File: src/rtl/mul_pkg.sv
// Shared definitions for the shift-and-add multiplier.
//   mul_state_t : controller states (IDLE, RUN, DONE)
//   MUL_WIDTH   : default operand width in bits
//   MUL_CNT_W   : step-counter width for the default operand width
package mul_pkg;

    localparam int MUL_WIDTH = 32;
    localparam int MUL_CNT_W = $clog2(MUL_WIDTH);

    typedef enum logic [1:0] {
        IDLE = 2'd0,
        RUN  = 2'd1,
        DONE = 2'd2
    } mul_state_t;

endpackage

File: src/rtl/shift_add_mul_adder.sv
// WIDTH-bit ripple-carry adder used as the single adder of the multiplier.
// Ports:
//   a, b : WIDTH-bit addends
//   cin  : carry in
//   sum  : WIDTH-bit sum
//   cout : carry out of the top bit
module shift_add_mul_adder #(
    parameter int WIDTH = 32
) (
    input  logic [WIDTH-1:0] a,
    input  logic [WIDTH-1:0] b,
    input  logic             cin,
    output logic [WIDTH-1:0] sum,
    output logic             cout
);

    logic [WIDTH:0] c;

    assign c[0] = cin;

    for (genvar i = 0; i < WIDTH; i++) begin : g_bit
        assign sum[i]   = a[i] ^ b[i] ^ c[i];
        assign c[i+1]   = (a[i] & b[i]) | (a[i] & c[i]) | (b[i] & c[i]);
    end

    assign cout = c[WIDTH];

endmodule

File: src/rtl/shift_add_mul.sv
// Sequential unsigned multiplier: one add-and-shift step per clock.
// Ports:
//   clk       : clock, rising edge
//   rst_n     : synchronous active-low reset
//   start     : multiply request, sampled only in IDLE
//   a, b      : multiplicand / multiplier, captured with an accepted start
//   busy      : high in RUN and DONE
//   done      : one-cycle pulse, product valid in that cycle
//   product   : 2*WIDTH-bit result, held until the next accepted start
//   dbg_state : current controller state (mul_state_t encoding)
//
// Handshake: start is a request that is accepted only on an edge where the
// block is IDLE and rst_n=1; there is no back-pressure and no queuing, so a
// start seen while busy is dropped. done is a single-cycle valid with no
// ready -- the consumer must take product in that cycle or while idle after.
module shift_add_mul
    import mul_pkg::*;
#(
    parameter int WIDTH = MUL_WIDTH
) (
    input  logic               clk,
    input  logic               rst_n,
    input  logic               start,
    input  logic [WIDTH-1:0]   a,
    input  logic [WIDTH-1:0]   b,
    output logic               busy,
    output logic               done,
    output logic [2*WIDTH-1:0] product,
    output logic [1:0]         dbg_state
);

    localparam int CW = $clog2(WIDTH);
    localparam logic [CW-1:0] LAST_STEP = CW'(WIDTH - 1);

    mul_state_t         state, state_nx;
    logic [CW-1:0]      cnt;
    logic [WIDTH-1:0]   mcand;
    logic [2*WIDTH-1:0] prod;

    logic [WIDTH-1:0]   add_b;
    logic [WIDTH-1:0]   add_sum;
    logic               add_cout;

    // Add the multiplicand to the high half only when the current
    // multiplier bit (product LSB) is set; adding zero passes hi through.
    assign add_b = prod[0] ? mcand : '0;

    shift_add_mul_adder #(
        .WIDTH (WIDTH)
    ) u_adder (
        .a    (prod[2*WIDTH-1:WIDTH]),
        .b    (add_b),
        .cin  (1'b0),
        .sum  (add_sum),
        .cout (add_cout)
    );

    always_ff @(posedge clk) begin
        if (!rst_n) begin
            state <= IDLE;
        end else begin
            state <= state_nx;
        end
    end

    always_comb begin
        state_nx = state;
        case (state)
            IDLE:    if (start) state_nx = RUN;
            RUN:     if (cnt == LAST_STEP) state_nx = DONE;
            DONE:    state_nx = IDLE;
            default: state_nx = IDLE;
        endcase
    end

    // The adder carry is shifted straight into the product MSB, so the
    // carry lives in prod[2*WIDTH-1] between steps and is never dropped.
    always_ff @(posedge clk) begin
        if (!rst_n) begin
            cnt   <= '0;
            mcand <= '0;
            prod  <= '0;
        end else begin
            case (state)
                IDLE: begin
                    if (start) begin
                        mcand <= a;
                        prod  <= {{WIDTH{1'b0}}, b};
                        cnt   <= '0;
                    end
                end
                RUN: begin
                    prod <= {add_cout, add_sum, prod[WIDTH-1:1]};
                    cnt  <= cnt + 1'b1;
                end
                default: begin
                end
            endcase
        end
    end

    assign busy      = (state != IDLE);
    assign done      = (state == DONE);
    assign product   = prod;
    assign dbg_state = state;

endmodule

File: config.mk
export PLATFORM = sky130hd
export DESIGN_NAME = shift_add_mul
export DESIGN_NICKNAME = d
export VERILOG_FILES = /design/src/rtl/mul_pkg.sv /design/src/rtl/shift_add_mul_adder.sv /design/src/rtl/shift_add_mul.sv
export SDC_FILE = /design/constraint.sdc
export NUM_CORES = 1
export LEC_CHECK = 0
export ABC_AREA = 1
export CORE_UTILIZATION = 49
export DETAILED_ROUTE_END_ITERATION = 8
export PLACE_DENSITY = 0.81
export SETUP_SLACK_MARGIN = 0.05
export SLEW_MARGIN = 20
export SYNTH_ARGS = -nofsm -noshare
export SYNTH_HDL_FRONTEND = slang
export SYNTH_SLANG_ARGS = --single-unit
File: constraint.sdc
create_clock -name clk -period 17.5 [get_ports clk]
set_clock_uncertainty 0.15 [all_clocks]
set_input_delay 1.75 -clock clk [delete_from_list [all_inputs] [get_ports clk]]
set_output_delay 1.75 -clock clk [all_outputs]
set_load 0.1 [all_outputs]
Figure 1. Floorplan with the power grid (run 1).
Bar = 20 µm. Pins as bars on the die edge. Tap cells in gray.
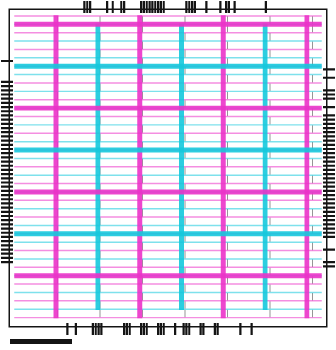
magenta -> VSS
cyan -> VDD
met4 straps = 7
rows = 36
signal pins = 135

Figure 2. Placed cells, one color a class (run 1).
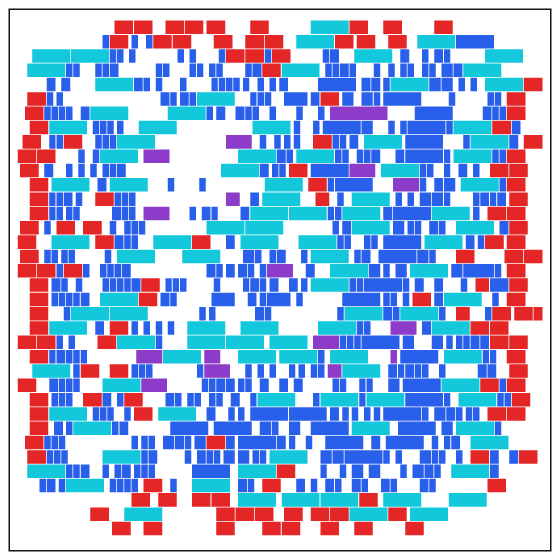
red -> other buffers and delay cells  # cells 137, share of their area 21%
cyan -> flops  # cells 103, share of their area 32%
blue -> all other logic  # cells 520, share of their area 43%
purple -> clock drivers and dummy loads  # cells 16, share of their area 3.3%

==> results.txt, run 1 <==
yosys + openroad results -> yosys synthesis chip area 0.004956 mm², final-report hold violation count 0, average vias per placed instance 4.985, maximum VDD drop 0.06077 mV, area fraction of the dominant cell type after synthesis 41.61%, Syn Std Cell Area 0.004956 mm², number of fillers in the final layout 851, routed vias 4531, Inserted Clock Buffers 9, number of nets in the layout 872, global-route total usage across every layer 23.95%, highest metal layer used by the detailed router met4, Setup Fix Bufs, Post-CTS 0, count of pins on the block boundary 135, average wire per cell in the routed design 13.28 µm, total met3 wirelength after detailed routing 928 µm, total power divided by cell area 85.75 mW/mm², M3 GR Usage 7.051%, number of warnings in the stage logs 26, number of routed nets with antenna violations 0, crit start category register, commonest cells after routing, fill and taps aside sky130_fd_sc_hd__nand2_1 (171), sky130_fd_sc_hd__clkdlybuf4s50_1 (133), sky130_fd_sc_hd__nor2_1 (129), final HPWL from detailed placement 7.917 mm, # diodes 0, number of global-route vias before repair 4374, sequential cell fraction of total power 46.4%, pin count of the biggest net entering global routing 70, Internal Power 0.3650 mW, Synth area leaders sky130_fd_sc_hd__dfxtp_1 (42%), sky130_fd_sc_hd__nand2_1 (13%), sky130_fd_sc_hd__fa_1 (13%), most frequent cell after synthesis sky130_fd_sc_hd__nand2_1, die y size 102.6 µm, maximum single-stage delay on the critical path 450 ps, Lkg Pwr 2.360 nW, number of DRC markers after the initial detailed-route iteration 231, Detailed Route WL 12.07 mm, antenna violations before repair 0, post-synthesis instance total 663, remaining global-route overflow 0, switching portion of total power 34.65%, final worst-path cycle share 80.06%, number of buffers between clock root and the deepest sink 2, sequential share of the synthesized area 41.61%, FF/Latch Area 0.002062 mm², signal arrival time at the worst endpoint 14140 ps, clock tree root driver cell sky130_fd_sc_hd__clkbuf_8, Worst Setup Slack, final 3489 ps, required arrival time at the worst endpoint 17630 ps, cell mode on critical path sky130_fd_sc_hd__fa_1, number of levels in the clock H-tree 3, Port Buf Inserts 134, worst slack after detailed placement 3509 ps, critical path buffer and inverter count 2, cell taking the most area after synthesis sky130_fd_sc_hd__dfxtp_1, flip-flop and latch count after synthesis 103, first-pass GRT wire length 19.74 mm, summed negative setup slack over all endpoints 0 ps, Mapped Nets 764, status completed, Sinks on Clock Net 103, horizontal die size 102.6 µm, final weighted congestion in routability-driven placement 0.7792, fraction of layout instances using a drive strength above 1 3.866%
Figure 3. Clock wires, drivers and flops (run 1).
Bar = 20 µm.
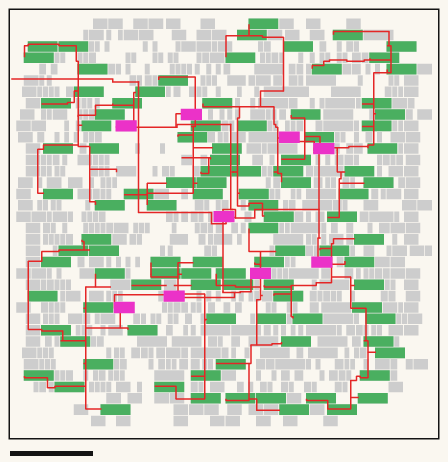
green -> flip-flops  # count 103
red -> clock wires  # length 1190 µm
magenta -> cells driving clock nets  # count 9
flops lie = widely spread
Clock Power Share: 27.8%
clock network power: 0.155 mW
source-to-sink clock delay at the later pin of the worst-skew pair: 370 ps

Figure 4. Wiring by layer (run 1).
Bar = 20 µm. Two of the layers only.
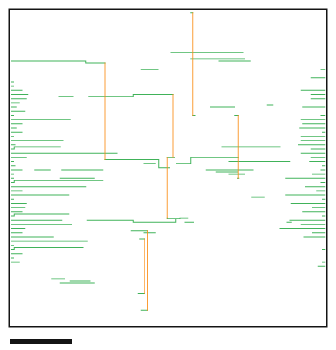
orange -> met4  # wire length 169 µm
green -> met3  # wire length 929 µm

-- run 1: per-stage QoR --
stage | hold slack [ps] | total power [mW] | instances | instance area [µm²]
floorplan | 294.4 | 0.3661 | 663 | 4956
global placement | 304.0 | 0.4060 | 893 | 6305
detailed placement | 312.2 | 0.4087 | 893 | 6305
CTS | 325.3 | 0.5619 | 909 | 6514
global route | 354.1 | 0.5837 | 909 | 6514
finish | 318.0 | 0.5586 | 909 | 6514
-- run 1: area by class of cell --
class / count / share of cell area, %
multi-input combinational: 477 / 39.24
clock inverter: 4 / 0.8260
sequential: 103 / 31.66
inverter: 43 / 2.478
clock buffer: 12 / 2.382
timing repair buffer: 137 / 20.86
tap: 133 / 2.555
-- run 1: registers in the layout, indices dropped and copies added, names as in the netlist --
| name | cells |
|---|---|
| cnt | 5 |
| product | 64 |
| dbg_state | 2 |
| mcand | 32 |
-- run 1: logic make-up (layout without fill, tap and decap cells) --
family,count (synthesis),count (layout),share of synthesized area [%]
simple gates,337,337,27.37
compound gates,106,106,10.78
buf+inv,83,196,6.968
flops,103,103,41.61
fa+ha+maj,34,34,13.28
-- run 1: worst paths after layout --
kind | startpoint | slack (ps) | cells past startpoint | end
setup reg to reg | product[0] | 3490 | 37 | product[62]
setup / recovery | product[0] | 3490 | 37 | product[62]
hold reg to reg | cnt[4] | 320 | 2 | cnt[4]
hold / removal | cnt[4] | 320 | 2 | cnt[4]
-- run 1: power by group through the flow --
stage	clock (mW)	sequential [mW]	combinational (mW)
2_1_floorplan	0	0.320	0.0460
3_3_place_gp	0	0.264	0.142
3_5_place_dp	0	0.264	0.144
4_1_cts	0.158	0.259	0.145
5_1_grt	0.168	0.261	0.155
6_report	0.155	0.259	0.144
Figure 5. Clock wiring as the flow saved it (run 1).
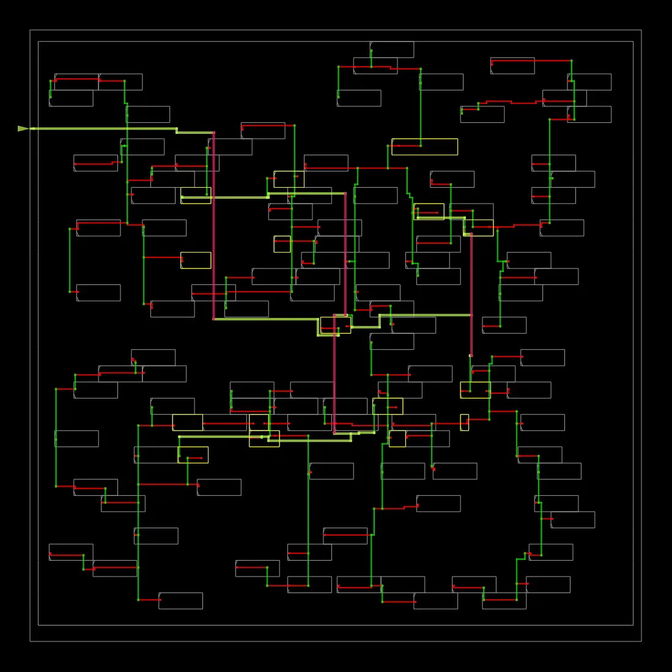

==> inputs of run 2 (changes only) <==
--- a/config.mk
+++ b/config.mk
@@ -6,9 +6,9 @@
 export NUM_CORES = 1
 export LEC_CHECK = 0
 export ABC_AREA = 1
-export CORE_UTILIZATION = 49
+export CORE_UTILIZATION = 44
 export DETAILED_ROUTE_END_ITERATION = 8
-export PLACE_DENSITY = 0.81
+export PLACE_DENSITY = 0.77
 export SETUP_SLACK_MARGIN = 0.05
 export SLEW_MARGIN = 20
 export SYNTH_ARGS = -nofsm -noshare
==> constraint.sdc (replaced) <==
create_clock -name clk -period 11.3 [get_ports clk]
set_clock_uncertainty 0.15 [all_clocks]
set_input_delay 1.13 -clock clk [delete_from_list [all_inputs] [get_ports clk]]
set_output_delay 1.13 -clock clk [all_outputs]
set_load 0.1 [all_outputs]
Figure 6. Clock wiring as the flow saved it (run 2).
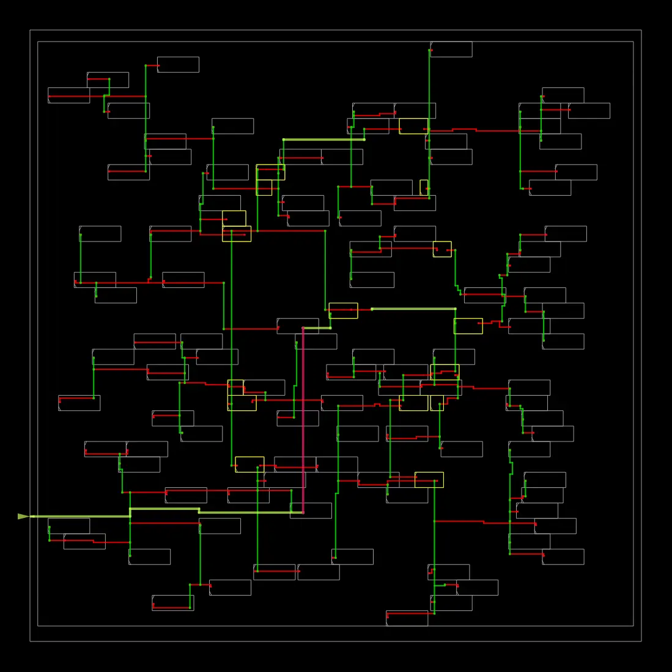
Sinks on Clock Net: 103
clock network power: 0.219 mW
Inserted Clock Buffers: 9
count of flip-flops and latches: 103

Figure 7. Placed cells, one color a class (run 2).
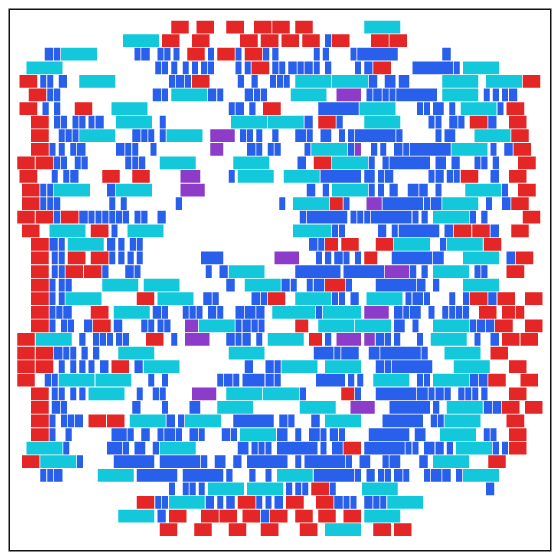
red -> other buffers and delay cells  # cells 142, share of their area 22%
blue -> all other logic  # cells 520, share of their area 44%
purple -> clock drivers and dummy loads  # cells 16, share of their area 2.8%
cyan -> flops  # cells 103, share of their area 32%
final core area utilization: 61.05%
area of the placeable core: 0.01089 mm²
share of the final layout cell area in sequential cells: 31.11%

Figure 8. Wiring by layer (run 2).
Bar = 20 µm. Two of the layers only.
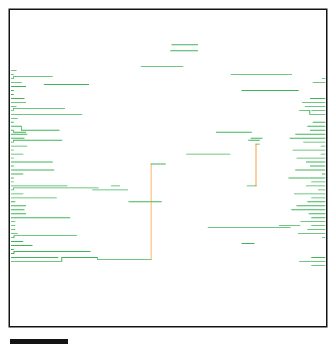
green -> met3  # wire length 862 µm
orange -> met4  # wire length 46.9 µm

==> results.txt, run 2 <==
yosys + openroad results -> and+or+nand+nor area frac 27.37%, sequential share of the synthesized area 41.61%, yosys synthesis chip area 0.004956 mm², Worst Setup Slack, final -493.3 ps, top post-synthesis cells by count sky130_fd_sc_hd__nand2_1 (171), sky130_fd_sc_hd__nor2_1 (129), sky130_fd_sc_hd__dfxtp_1 (103), crit start category register, cell area after placement 0.006422 mm², Port Buf Inserts 134, average wire per cell in the routed design 13.43 µm, required arrival time at the worst endpoint 11450 ps, maximum VDD drop 0.08259 mV, pin count of the biggest net entering global routing 68, Lkg Pwr 2.401 nW, cell taking the most area after synthesis sky130_fd_sc_hd__dfxtp_1, number of nets in the layout 877, depth of the worst register-to-register path 37, count of final setup violators 3, cell count after placement 904, main kind of combinational logic by area simple AND/OR/NAND/NOR gates, horizontal die size 108.1 µm, Synth area leaders sky130_fd_sc_hd__dfxtp_1 (42%), sky130_fd_sc_hd__nand2_1 (13%), sky130_fd_sc_hd__fa_1 (13%), Final Non-Filler Cells 921, Mapped Nets 764, source-to-sink clock delay at the later pin of the worst-skew pair 360 ps, post-synthesis instance total 663, final-report hold violation count 0, Cell Rows 38, average vias per placed instance 4.878, source of the worst register-to-register timing path product[0], Hold Path End cnt[4], fraction of layout instances using a drive strength above 1 9.475%, M3 GR Usage 6.148%, final cell area excluding filler cells 0.006648 mm², global-route total usage across every layer 22.11%, multiplexer fraction of the synthesized cell area 0%, die y size 108.1 µm, clock tree root driver cell sky130_fd_sc_hd__clkbuf_8, number of routed nets with antenna violations 0, total cells reported by yosys after synthesis 663, flip-flop and latch count after synthesis 103, post-route minimum period 11790 ps, violations in the final reports negative setup slack, area fraction of the dominant cell type after synthesis 41.61%, remaining global-route overflow 0, number of levels in the clock H-tree 3, adder-cell share of the synthesized area 13.28%, max FFs per register 64, Syn Std Cell Area 0.004956 mm², first-pass GRT wire length 20.34 mm, count of synthesis-stage warnings from yosys 0, maximum single-stage delay on the critical path 430 ps, post-layout total power 0.8467 mW, final HPWL from detailed placement 8.286 mm, routed vias 4493, XOR/XNOR Area Share 0%, worst hold stages 2, critical path peak fanout 4, number of fillers in the final layout 975, status finished, violations left, Worst Path Class, Setup register to register, # diodes 0, number of warnings in the stage logs 29, total power divided by cell area 127.4 mW/mm², antenna violations before repair 0, number of DRC markers after the initial detailed-route iteration 256, number of buffers between clock root and the deepest sink 2, Critical R2R Capture product[62], most frequent cell after synthesis sky130_fd_sc_hd__nand2_1, final weighted congestion in routability-driven placement 0.7499, final worst-path cycle share 104.4%, commonest cells after routing, fill and taps aside sky130_fd_sc_hd__nand2_1 (170), sky130_fd_sc_hd__clkdlybuf4s50_1 (133), sky130_fd_sc_hd__nor2_1 (129), Worst-path clk slew 110 ps, flop-to-flop setup slack -490 ps, count of pins on the block boundary 135, critical hold path startpoint cnt[4], Detailed Route WL 12.37 mm, worst slack after detailed placement -501.4 ps, signal arrival time at the worst endpoint 11940 ps, Setup Fix Bufs, Post-CTS 1, aoi share 10.78%, number of global-route vias before repair 4265, cell mode on critical path sky130_fd_sc_hd__fa_2
-- run 2: report_power, final --
part | switching, mW | internal [mW]
registers | 0.0168 | 0.386
logic | 0.160 | 0.0661
clock network | 0.130 | 0.0885
total | 0.306 | 0.540
-- run 2: worst max path at each step --
stage	startpoint	endpoint	slack, ps
after CTS	product[0]	product[62]	-500
after global placement	product[0]	product[62]	-360
after floorplan	product[0]	product[63]	-680
final	product[0]	product[62]	-490
after global routing	product[0]	product[62]	-740
after detailed placement	product[0]	product[63]	-500
-- run 2: critical path: cells and delay by family, from the launching register on --
kind / cells / cell delay [ps]
DFF: 1 / 380
buffers and inverters: 2 / 100
AOI/OAI and AO/OA: 1 / 110
and+or+nand+nor: 2 / 280
adders and majority gates: 32 / 10720
-- run 2: cells by family after synthesis --
family,count (synthesis)
AND/OR/NAND/NOR,337
AND-OR/OR-AND,106
flip-flops,103
buffers and inverters,83
adder cells (fa/ha/maj),34
-- run 2: final cells by class --
type	instances	area (µm²)	area share, %
Clock buffer	11	141.4	2.127
Clock inverter	5	41.29	0.6211
Inverter	43	161.4	2.428
Multi-Input combinational cell	477	2660	40.02
Sequential cell	103	2068	31.11
Tap cell	140	175.2	2.635
Timing Repair Buffer	142	1400	21.06
-- run 2: per-layer routing --
layer	vias to the layer above	wire length [µm]
met5	-	0
met4	0	46
met3	4	861
met2	126	5708
met1	2100	5748
li1	2263	-
-- run 2: metrics by stage --
stage | hold slack (ps) | setup TNS (ps)
final | 330.5 | -1028
after global routing | 354.6 | -1764
after CTS | 331.3 | -1090
after detailed placement | 315.3 | -1091
after global placement | 303.7 | -721.7
after floorplan | 294.4 | -1658
Power and IR drop assume default switching activity.
